Run 1, wiring by layer:
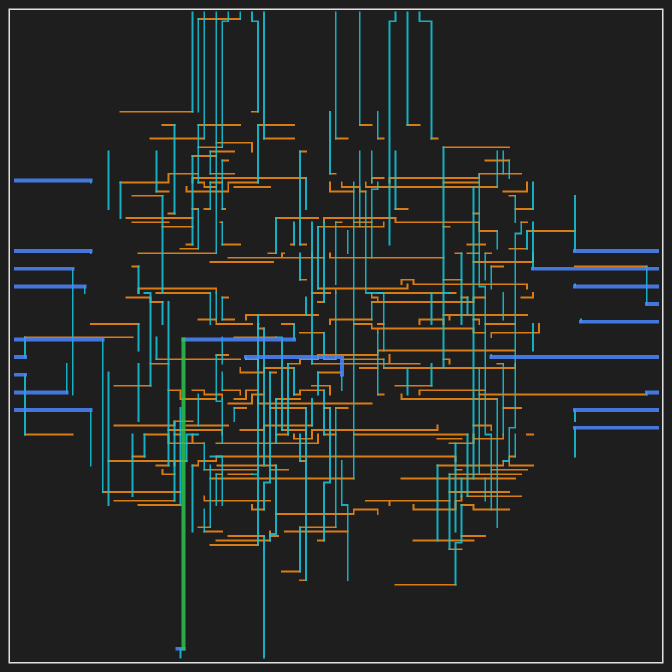
Run 1, drive-strength map:
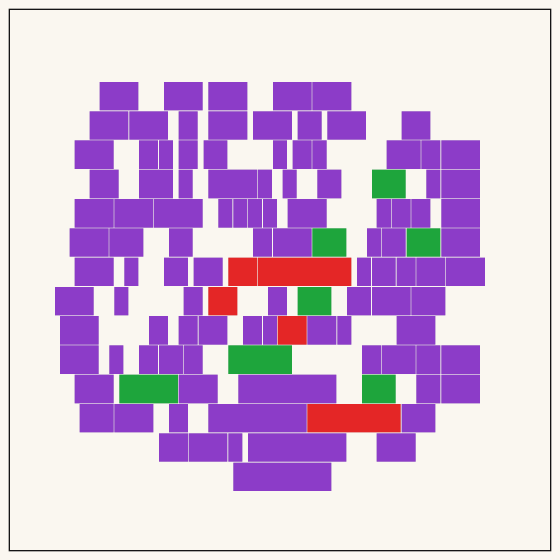
Run 1, placement by cell class:
Fill, decap, tap and diode cells in grey.
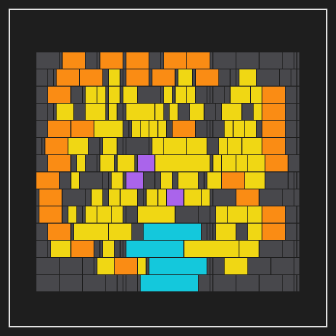
Design control_multiciclo, sky130hd; sources not shown.
==> impl_metrics.yaml, run 1 <==
# physical design summary
drt:
  drt_iter0_markers: 6
  ant_nets: 0
synthesis:
  mux_share_pct: 2.96
  avgSynthCellArea_um2: 7.95
  async_flop_share_pct: 100
  synth_cell_types: 35
  syn-num-nets: 102
  ys_seq_share_pct: 14.8
  synth-edff-count: 0
  ff_type: "dfrtp_1"
  fa_ha_area_share_pct: 3.70
  aoi_share_pct: 21.1
  netlist_top_cells_area: "dfrtp_1 15%, nor4b_4 7.0%, a21oi_1 5.9%, nand2_1 5.6%, nor2b_1 4.6%"
  yosys_warnings: 0
cells_and_area:
  fin_nets: 134
  drive_above_1_share_pct: 10.4
  flop-count: 4
  layout.nonclk_buf_share_pct: 31.4
  sh_comb_area_pct: 51.6
  register_area_um2: 100
  largest_register_ffs: 4
power:
  swShare_pct: 48.3
  pwr-share-seq_pct: 22.1
  intPower_uw: 213
  power_leakage_nw: 0.378
  p_clk_uw: 33.3
  power.net_switching_uw: 199
  vdd_drop_max_v: 0.000203
worst_setup_path:
  max_stage_delay_ns: 0.61
  path_depth: 5
  worstPathArrival_ns: 3.60
  path_common_cell: "clkdlybuf4s50_1"
  crit_fanout: 6
  reg2reg_slack_ns: 4.41
  start_kind: "primary input"
  crit_path_end_kind: "output port"
  path_class: "primary input to output port"
  r2r_cells: 3
  cpMaxStageDelayCell: "clkdlybuf4s50_1"
clocking:
  post_cts_buffers: 0
  ctsHoldBuffers: 0
  cts_tree: "yes"
  clock_latency_ns: 0.23
  clk_pin_slew_ns: 0.04
sta:
  rsz0062_at_grt: "no"
  tightest_slew_ns: 0.535
  fin_crit_sh_pct: 90.5
  hold_viol: 0
  finalCriticalPeriod_ns: 5.38
place:
  placed_cell_area_um2: 966
  hpwl_mm: 1.28
  io_buffers: 31
flow_run:
  drv_cap: 0
  warnings: 27
floorplan:
  die_w_um: 50.2
  taps: 24
  fp_util_pct: 42.4
grt:
  antenna_found_initial: 0
  first_global_vias: 614
  grt_pass1_wl_mm: 2.57
run_status:
  status: "finished, final reports clean"
hold_path:
  min_path_type: "register to register"
## Picture notes: 'wiring by layer'
Key: green = M4 [wire length 23.8 um]; orange = M1 [wire length 693 um]; cyan = M2 [wire length 767 um]; blue = M3 [wire length 111 um]
WL final: 1.60 mm
Vias: 701
routed wire length per instance: 11.5 um
GR Util All Layers: 12.9%

## Picture notes: 'drive-strength map'
Key: red = x3 and x4 [cells 5, share 4.3%]; green = x2 [cells 7, share 6.1%]; purple = x1 and smaller [cells 103, share 90%]
Repair and plain buffers: 31
Final Worst Setup Slack: 0.565 ns
P&R area growth vs syn: 46.3%
Final Cell Area: 988 um^2

## Picture notes: 'placement by cell class'
Key: cyan = registers [cells 4]; purple = clock-net drivers [cells 3]; yellow = remaining logic cells [cells 77]; orange = remaining buffers and delay cells [cells 31]
final core utilization: 62.0%
core region area: 0.00159 mm^2
Row Count: 14
sequential share of cell area: 10.1%

## run 1: placed cells by master (no fill, tap or decap), types with 2 or more instances in the layout
master,netlist,final
clkdlybuf4s50_1,0,31
nand2_1,10,10
a21oi_1,8,8
nor2_1,6,6
nor2b_1,5,5
inv_1,4,4
o21ai_0,4,4
dfrtp_1,4,4
and2b_2,3,3
and2_1,3,3
nor3_1,3,3
clkbuf_4,0,3
xnor2_1,2,2
and3b_1,2,2
nor4b_4,2,2
nor3b_1,2,2
a21o_1,2,2
nand3_1,2,2
mux2i_1,2,2
ha_1,2,2
## run 1: metal layers
metal	GRT usage, %	up-vias	part of all wire (%)
li1	-	363	-
met1	13.6	313	43
met2	23.7	23	48
met3	3.55	2	7.0
met4	5.53	0	1.4
met5	0	-	0
--- run 2 (diff from run 1) ---
Settings changed: ABC_AREA from default to 0.
Run 2, port wiring:
Bar = 20 um.
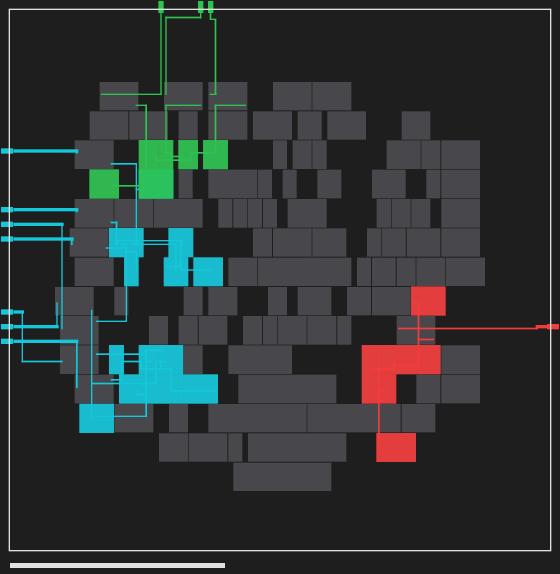
Key: cyan = op [bits 7, direction input, edge left, end cells 12, buffers 7, wire 159 um]; green = funct3 [bits 3, direction input, edge top, end cells 6, buffers 3, wire 66.6 um]; red = memReady [bits 1, direction input, edge right, end cells 6, buffers 1, wire 33.5 um]
IO Pins: 32
IO Port Bufs: 31

Run 2, drive-strength map:
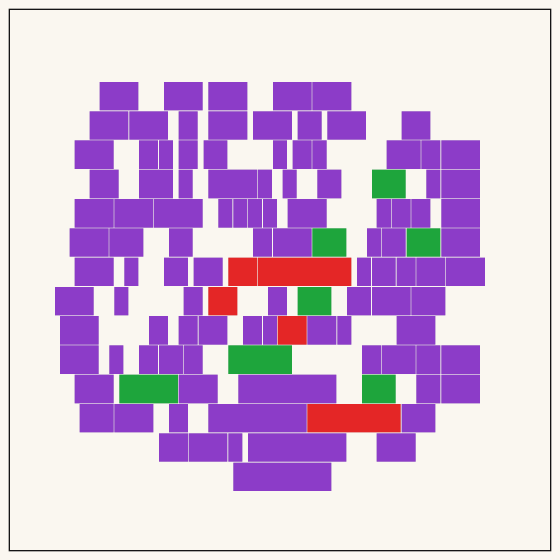
Key: purple = x1 and smaller [cells 103, share 90%]; red = x3 and x4 [cells 5, share 4.3%]; green = x2 [cells 7, share 6.1%]

==> run 2 against run 1 <==
  * First-iteration DRC count is the same
  * Non-clock buffer count is the same
  * Core utilization is the same
  * Highest routed layer unchanged
==> impl_metrics.yaml, run 2 <==
# physical design summary
run_status:
  status: "finished, final reports clean"
drt:
  wirelength_mm: 1.60
  route.met2.wl_um: 767
  drt_iter0_markers: 6
  top_layer_used: "met4"
  ant_nets: 0
  routedWlPerCell_um: 11.5
  drt-met1-wl_um: 692
  vias: 701
  dr_wl_met3_um: 111
cells_and_area:
  largest_register_ffs: 4
  finalInstanceArea_um2: 988
  utilization_pct: 62.0
  area_delta_synth_final_pct: 46.3
  fin_nets: 134
  layout_top_cell: "clkdlybuf4s50_1"
  drive_above_1_share_pct: 10.4
  final_cell_mix: "31 x clkdlybuf4s50_1, 10 x nand2_1, 8 x a21oi_1"
flow_run:
  warnings: 27
floorplan:
  num_rows: 14
  core_mm2: 0.00159
  die_w_um: 50.2
  fp_util_pct: 42.4
grt:
  grtUsageTotal_pct: 12.9
  grt_pass1_wl_mm: 2.57
  grtUsageMet3_pct: 3.55
  grtUsageMet2_pct: 23.7
  antenna_found_initial: 0
  top_usage_layer: "met2"
  first_global_vias: 614
worst_setup_path:
  path_buffers: 2
  path_common_cell: "clkdlybuf4s50_1"
  path_class: "primary input to output port"
  max_stage_delay_ns: 0.61
  crit_fanout: 6
  crit_path_end_kind: "output port"
  worstPathArrival_ns: 3.60
  reg2reg_slack_ns: 4.41
  cpMaxStageDelayCell: "clkdlybuf4s50_1"
  r2r_cells: 3
  path_depth: 5
sta:
  tightest_slew_ns: 0.535
  hold_viol: 0
  setup_slack_ns: 0.565
  rsz0062_at_grt: "no"
  finalCriticalPeriod_ns: 5.38
synthesis:
  async_flop_share_pct: 100
  mux_share_pct: 2.96
  synth_cell_types: 35
  netlist_top_cells_area: "dfrtp_1 15%, nor4b_4 7.0%, a21oi_1 5.9%, nand2_1 5.6%, nor2b_1 4.6%"
  avgSynthCellArea_um2: 7.95
  ff_type: "dfrtp_1"
  fa_ha_area_share_pct: 3.70
  ys_seq_share_pct: 14.8
  yosys_warnings: 0
  aoi_share_pct: 21.1
clocking:
  clk_pin_slew_ns: 0.04
  post_cts_buffers: 0
  clock_latency_ns: 0.23
power:
  vdd_drop_max_v: 0.000203
  power.net_switching_uw: 199
  power.share.clock_pct: 8.1
  intPower_uw: 213
  power_leakage_nw: 0.378
  pwr-share-seq_pct: 22.1
hold_path:
  min_path_type: "register to register"
place:
  hpwl_mm: 1.28
  placed_cell_area_um2: 966
run 2: cell counts after synthesis:
No cell type changed its count.
run 2: cells by family after synthesis:
kind of cell	Yosys count
AND/OR/NAND/NOR	46
adder cells (fa/ha/maj)	2
buffers and inverters	8
multiplexers	2
XOR/XNOR	2
AND-OR/OR-AND	21
flip-flops	4
run 2: area by class of cell:
class | instances | area, um^2
sequential | 4 | 100
timing repair buffer | 31 | 310
clock buffer | 3 | 22.5
tap | 24 | 30.0
inverter | 4 | 15.0
multi-input combinational | 73 | 510
fill | 149 | 606
run 2: power groups by stage:
stage                     clock [mW]  combinational (mW)  sequential, mW
after floorplan                    0               0.231          0.0618
after global placement             0               0.288          0.0912
after detailed placement           0               0.290          0.0920
after CTS                     0.0335               0.291          0.0919
after global routing          0.0370               0.309          0.0978
final                         0.0333               0.288          0.0912
Power figures rest on the tool's default switching activity, not on a simulated workload.
